**src/rtl/axi_write_master.sv**
```systemverilog
// AXI3-style single-outstanding write master: sequences one AW handshake, len+1 W beats and
// the B response, then reports completion as a one-cycle resp_valid pulse (2'b11 on timeout).
module axi_write_master #(
  parameter int unsigned buswidth = 32,
  parameter int unsigned TIMEOUT  = 256
) (
  input  logic                ACLK,
  input  logic                ARESETn,
  input  logic                req_valid,
  output logic                req_ready,
  input  logic [31:0]         req_addr,
  input  logic [3:0]          req_len,
  input  logic [2:0]          req_size,
  input  logic [1:0]          req_burst,
  input  logic [3:0]          req_id,
  input  logic [buswidth-1:0] wdata_in,
  input  logic [3:0]          wstrb_in,
  input  logic                wdata_valid,
  output logic                wdata_ready,
  output logic                resp_valid,
  output logic [1:0]          resp_code,
  output logic [3:0]          resp_id,
  output logic                busy,
  output logic [3:0]          AWID,
  output logic [31:0]         AWADDR,
  output logic [3:0]          AWLEN,
  output logic [2:0]          AWSIZE,
  output logic [1:0]          AWBURST,
  output logic [1:0]          AWLOCK,
  output logic [3:0]          AWCACHE,
  output logic [2:0]          AWPROT,
  output logic                AWVALID,
  input  logic                AWREADY,
  output logic [3:0]          WID,
  output logic [buswidth-1:0] WDATA,
  output logic [3:0]          WSTRB,
  output logic                WLAST,
  output logic                WVALID,
  input  logic                WREADY,
  input  logic [3:0]          BID,
  input  logic [1:0]          BRESP,
  input  logic                BVALID,
  output logic                BREADY
);

  typedef enum logic [1:0] {S_IDLE, S_ADDR, S_DATA, S_RESP} state_e;

  localparam int unsigned      TW      = (TIMEOUT < 2) ? 1 : $clog2(TIMEOUT);
  localparam logic [TW-1:0]    TO_LAST = TW'(TIMEOUT - 1);
  localparam bit               TO_EN   = (TIMEOUT != 0);

  state_e              state_q, state_d;
  logic [3:0]          awid_q, awid_d;
  logic [31:0]         awaddr_q, awaddr_d;
  logic [3:0]          awlen_q, awlen_d;
  logic [2:0]          awsize_q, awsize_d;
  logic [1:0]          awburst_q, awburst_d;
  logic                awvalid_q, awvalid_d;
  logic [3:0]          wid_q, wid_d;
  logic [buswidth-1:0] wdata_q, wdata_d;
  logic [3:0]          wstrb_q, wstrb_d;
  logic                wlast_q, wlast_d;
  logic                wvalid_q, wvalid_d;
  logic                bready_q, bready_d;
  logic                rvalid_q, rvalid_d;
  logic [1:0]          rcode_q, rcode_d;
  logic [3:0]          rid_q, rid_d;
  logic [4:0]          beat_q, beat_d;
  logic [TW-1:0]       tmo_q, tmo_d;
  logic                beat_fire;

  // Holding req_ready low during the completion pulse keeps the next accept at least one cycle later.
  assign req_ready   = (state_q == S_IDLE) & ~rvalid_q;
  assign busy        = (state_q != S_IDLE);
  assign wdata_ready = (state_q == S_DATA) & (~wvalid_q | WREADY) & (beat_q <= {1'b0, awlen_q});
  assign beat_fire   = wdata_valid & wdata_ready;

  always_comb begin
    state_d   = state_q;
    awid_d    = awid_q;
    awaddr_d  = awaddr_q;
    awlen_d   = awlen_q;
    awsize_d  = awsize_q;
    awburst_d = awburst_q;
    awvalid_d = awvalid_q;
    wid_d     = wid_q;
    wdata_d   = wdata_q;
    wstrb_d   = wstrb_q;
    wlast_d   = wlast_q;
    wvalid_d  = wvalid_q;
    bready_d  = bready_q;
    rvalid_d  = 1'b0;
    rcode_d   = rcode_q;
    rid_d     = rid_q;
    beat_d    = beat_q;
    tmo_d     = tmo_q;
    case (state_q)
      S_IDLE: begin
        if (req_valid && req_ready) begin
          awid_d    = req_id;
          awaddr_d  = req_addr;
          awlen_d   = req_len;
          awsize_d  = req_size;
          awburst_d = req_burst;
          awvalid_d = 1'b1;
          state_d   = S_ADDR;
        end
      end
      S_ADDR: begin
        if (AWREADY) begin
          awvalid_d = 1'b0;
          beat_d    = '0;
          state_d   = S_DATA;
        end
      end
      S_DATA: begin
        if (beat_fire) begin
          wdata_d  = wdata_in;
          wstrb_d  = wstrb_in;
          wid_d    = awid_q;
          wvalid_d = 1'b1;
          wlast_d  = (beat_q == {1'b0, awlen_q});
          beat_d   = beat_q + 5'd1;
        end else if (wvalid_q && WREADY) begin
          wvalid_d = 1'b0;
          if (wlast_q) begin
            wlast_d  = 1'b0;
            bready_d = 1'b1;
            tmo_d    = '0;
            state_d  = S_RESP;
          end
        end
      end
      S_RESP: begin
        if (BVALID) begin
          rvalid_d = 1'b1;
          rcode_d  = BRESP;
          rid_d    = BID;
          bready_d = 1'b0;
          state_d  = S_IDLE;
        end else if (TO_EN && (tmo_q == TO_LAST)) begin
          rvalid_d = 1'b1;
          rcode_d  = 2'b11;
          rid_d    = awid_q;
          bready_d = 1'b0;
          state_d  = S_IDLE;
        end else begin
          tmo_d = tmo_q + 1'b1;
        end
      end
      default: state_d = S_IDLE;
    endcase
  end

  always_ff @(posedge ACLK or negedge ARESETn) begin
    if (!ARESETn) begin
      state_q   <= S_IDLE;
      awid_q    <= '0;
      awaddr_q  <= '0;
      awlen_q   <= '0;
      awsize_q  <= '0;
      awburst_q <= '0;
      awvalid_q <= 1'b0;
      wid_q     <= '0;
      wdata_q   <= '0;
      wstrb_q   <= '0;
      wlast_q   <= 1'b0;
      wvalid_q  <= 1'b0;
      bready_q  <= 1'b0;
      rvalid_q  <= 1'b0;
      rcode_q   <= '0;
      rid_q     <= '0;
      beat_q    <= '0;
      tmo_q     <= '0;
    end else begin
      state_q   <= state_d;
      awid_q    <= awid_d;
      awaddr_q  <= awaddr_d;
      awlen_q   <= awlen_d;
      awsize_q  <= awsize_d;
      awburst_q <= awburst_d;
      awvalid_q <= awvalid_d;
      wid_q     <= wid_d;
      wdata_q   <= wdata_d;
      wstrb_q   <= wstrb_d;
      wlast_q   <= wlast_d;
      wvalid_q  <= wvalid_d;
      bready_q  <= bready_d;
      rvalid_q  <= rvalid_d;
      rcode_q   <= rcode_d;
      rid_q     <= rid_d;
      beat_q    <= beat_d;
      tmo_q     <= tmo_d;
    end
  end

  assign AWID       = awid_q;
  assign AWADDR     = awaddr_q;
  assign AWLEN      = awlen_q;
  assign AWSIZE     = awsize_q;
  assign AWBURST    = awburst_q;
  assign AWLOCK     = 2'b00;
  assign AWCACHE    = 4'b0000;
  assign AWPROT     = 3'b000;
  assign AWVALID    = awvalid_q;
  assign WID        = wid_q;
  assign WDATA      = wdata_q;
  assign WSTRB      = wstrb_q;
  assign WLAST      = wlast_q;
  assign WVALID     = wvalid_q;
  assign BREADY     = bready_q;
  assign resp_valid = rvalid_q;
  assign resp_code  = rcode_q;
  assign resp_id    = rid_q;

endmodule

```
**config.mk**
```make
export PLATFORM = sky130hd
export DESIGN_NAME = axi_write_master
export DESIGN_NICKNAME = d
export VERILOG_FILES = /design/src/rtl/axi_write_master.sv
export SDC_FILE = /design/constraint.sdc
export NUM_CORES = 1
export LEC_CHECK = 0
export CORE_MARGIN = 2
export CORE_UTILIZATION = 43
export DETAILED_ROUTE_END_ITERATION = 16
export PLACE_DENSITY = 0.84
export REMOVE_ABC_BUFFERS = 1
export SLEW_MARGIN = 20
export SYNTH_ARGS = -nofsm -noshare
export SYNTH_HDL_FRONTEND = slang
export SYNTH_SLANG_ARGS = --single-unit
```
**constraint.sdc**
```tcl
create_clock -name ACLK -period 2.85 [get_ports ACLK]
set_input_delay 0.7125 -clock ACLK [delete_from_list [all_inputs] [get_ports ACLK]]
set_output_delay 0.7125 -clock ACLK [all_outputs]
set_load 0.05 [all_outputs]
```
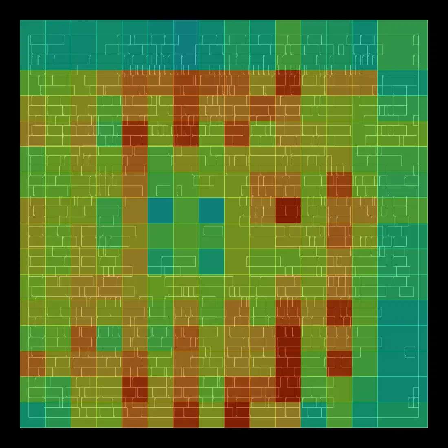
Fig. 1. Routing congestion.
Avg WL per Cell: 15.95 µm
met1 Use GR: 25.02%
Post-Route Utilization: 65.20%
GR peak layer: met2

==> impl_metrics.toml <==
# generated from flow reports
[run_status]
status = "completed"

[final_timing]
rsz0062_at_grt = "no"
finalHoldViolations = 0
skew_ns = 0.008018
report.final.setup_viol = 0
min_period_over_period_pct = 94.41
maxSlewViolCount = 0
setup_tns_ns = 0

[synth]
top_area_cell = "dfrtp_1"
synth_xor_xnor_area_share_pct = 0
ys_seq_share_pct = 57.39
top_logic_kind = "simple AND/OR/NAND/NOR gates"
area_leaders = "dfrtp_1 57%, mux2_2 10%, nand2_1 10%"
ys_ff = 111
async_flop_share_pct = 100.0
yosysCellCount = 439
ys_types = 48
fa_ha_area_share_pct = 2.844
ys_chip_area_mm2 = 0.004840
syn-cell-area_mm2 = 0.004840
synth-edff-count = 0
top_area_share_pct = 57.39
mux_area_share_pct = 12.46
flop_cell = "dfrtp_1"
avgSynthCellArea_um2 = 11.02
synthesis.instances = 439

[placement]
port_buffers = 192
hpwl_um = 9441
dp_cells = 764
gp_congestion = 0.8032
place_area_mm2 = 0.006920

[global_route]
grt_pass1_wl_um = 19750
grt_pass1_vias = 4061
antenna_found_initial = 0

[worst_setup_path]
path_class = "reg -> out"
critPathSlowestCell = "dfrtp_1"
r2r_cells = 6
crit_path_start = "beat_q[2]$_DFFE_PN0P_"
path_cells = "ha_1 > a21oi_1 > o211ai_2 > a21oi_2 > buf_12"
critPathCaptureType = "output pin"
required_ns = 2.14
crit_cells = 5
r2r_slack_ns = 0.43
cp_max_fo = 6
timing.rr.start = "beat_q[2]$_DFFE_PN0P_"
startpoint_type = "flop"
r2r_end = "state_q[1]$_DFFE_PN0P_"

[finish]
layout.cells.non_filler = 780
nets = 740

[cts]
clockRootBuffer = "clkbuf_8"
clockBufferDepth = 2
clkTransAtPathRegs_ns = 0.10
cts_tree = "yes"
post_cts_buffers = 0
clock_latency_ns = 0.37

[drt]
vias_per_cell = 4.982
dr.pass1.iters = 4
remaining_drc_errors = 0

[die]
die_w_um = 110.1
initial_core_util_pct = 44.45
row_count = 38

[power_and_ir_drop]
p_leak_uw = 0.003235
max-vdd-ir-drop_mv = 0.7488

[job]
cap_violations = 0

[hold_path]
hold_class = "in -> async"
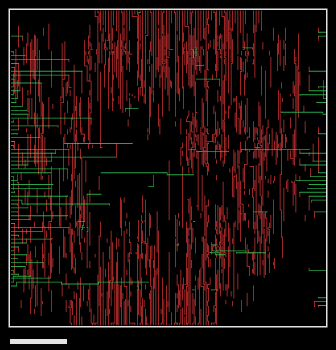
Fig. 2. Wiring by layer.
Scale bar: 20 µm. Only two layers are drawn.
Red is met2, wire length 6490 µm. Green is met3, wire length 888 µm.

per-stage QoR:
stage	hold WS (ns)	power, µW
after floorplan	0.4169	6644
after global routing	0.3506	10140
after detailed placement	0.4619	8804
after global placement	0.4565	8633
after CTS	0.3296	9703
final	0.3231	9628
synthesized netlist by cell type (all sizes together), types with 2 or more instances:
cell type,count
ha,11
a211o,2
nand3b,8
nand3,5
o22a,3
and3,5
inv,10
nand4,2
a21oi,13
nand2,130
mux2i,7
dfrtp,111
buf,25
a21o,2
mux2,47
o211ai,6
o22ai,2
and4,4
nor2,10
nor2b,2
nand2b,5
clkbuf,3
o21ai,13
state kept, by name (all words and copies together) (netlist names), 4 cells and up:
register / cells
AWADDR: 32
AWID: 4
WDATA: 32
tmo_q: 8
WID: 4
WSTRB: 4
resp_id: 4
AWLEN: 4
beat_q: 5
per-layer routing:
layer	vias up	GRT usage (%)	share of wire, %
met4	0	8.661	1.6
met3	16	5.938	7.1
met5	-	0	0
met1	1895	25.02	39
li1	1837	-	-
met2	138	36.81	52
layout by cell type, fill, tap and decap left out, drive strengths merged, types with 7 or more instances in the layout:
cell	instances
a21oi	13
buf	15
clkbuf	13
clkdlybuf4s50	189
conb	9
dfrtp	111
ha	11
inv	10
mux2	47
mux2i	7
nand2	130
nand3b	8
nor2	10
o21ai	13
repair_timing:
action                                 CTS  global route
endpoints found under the hold margin    0             0
resized                                  1             1
setup endpoints to repair                1             1
hold buffers                             0             0
final cells by class:
cell class	count	area [µm²]
fill	844	3789
sequential	111	2778
timing repair buffer	205	2038
multi-input combinational	298	1894
tap	140	175.2
clock buffer	13	158.9
inverter	10	37.54
clock inverter	3	17.52
where the power goes:
part           internal [µW]  total [µW]  leakage [µW]  switching, µW
Clock                    365         870     0.0000894            505
Sequential              2330        2800       0.00135            471
Combinational           2120        5960       0.00180           3840
No activity file was given, so power comes from the tool's default toggle rates.
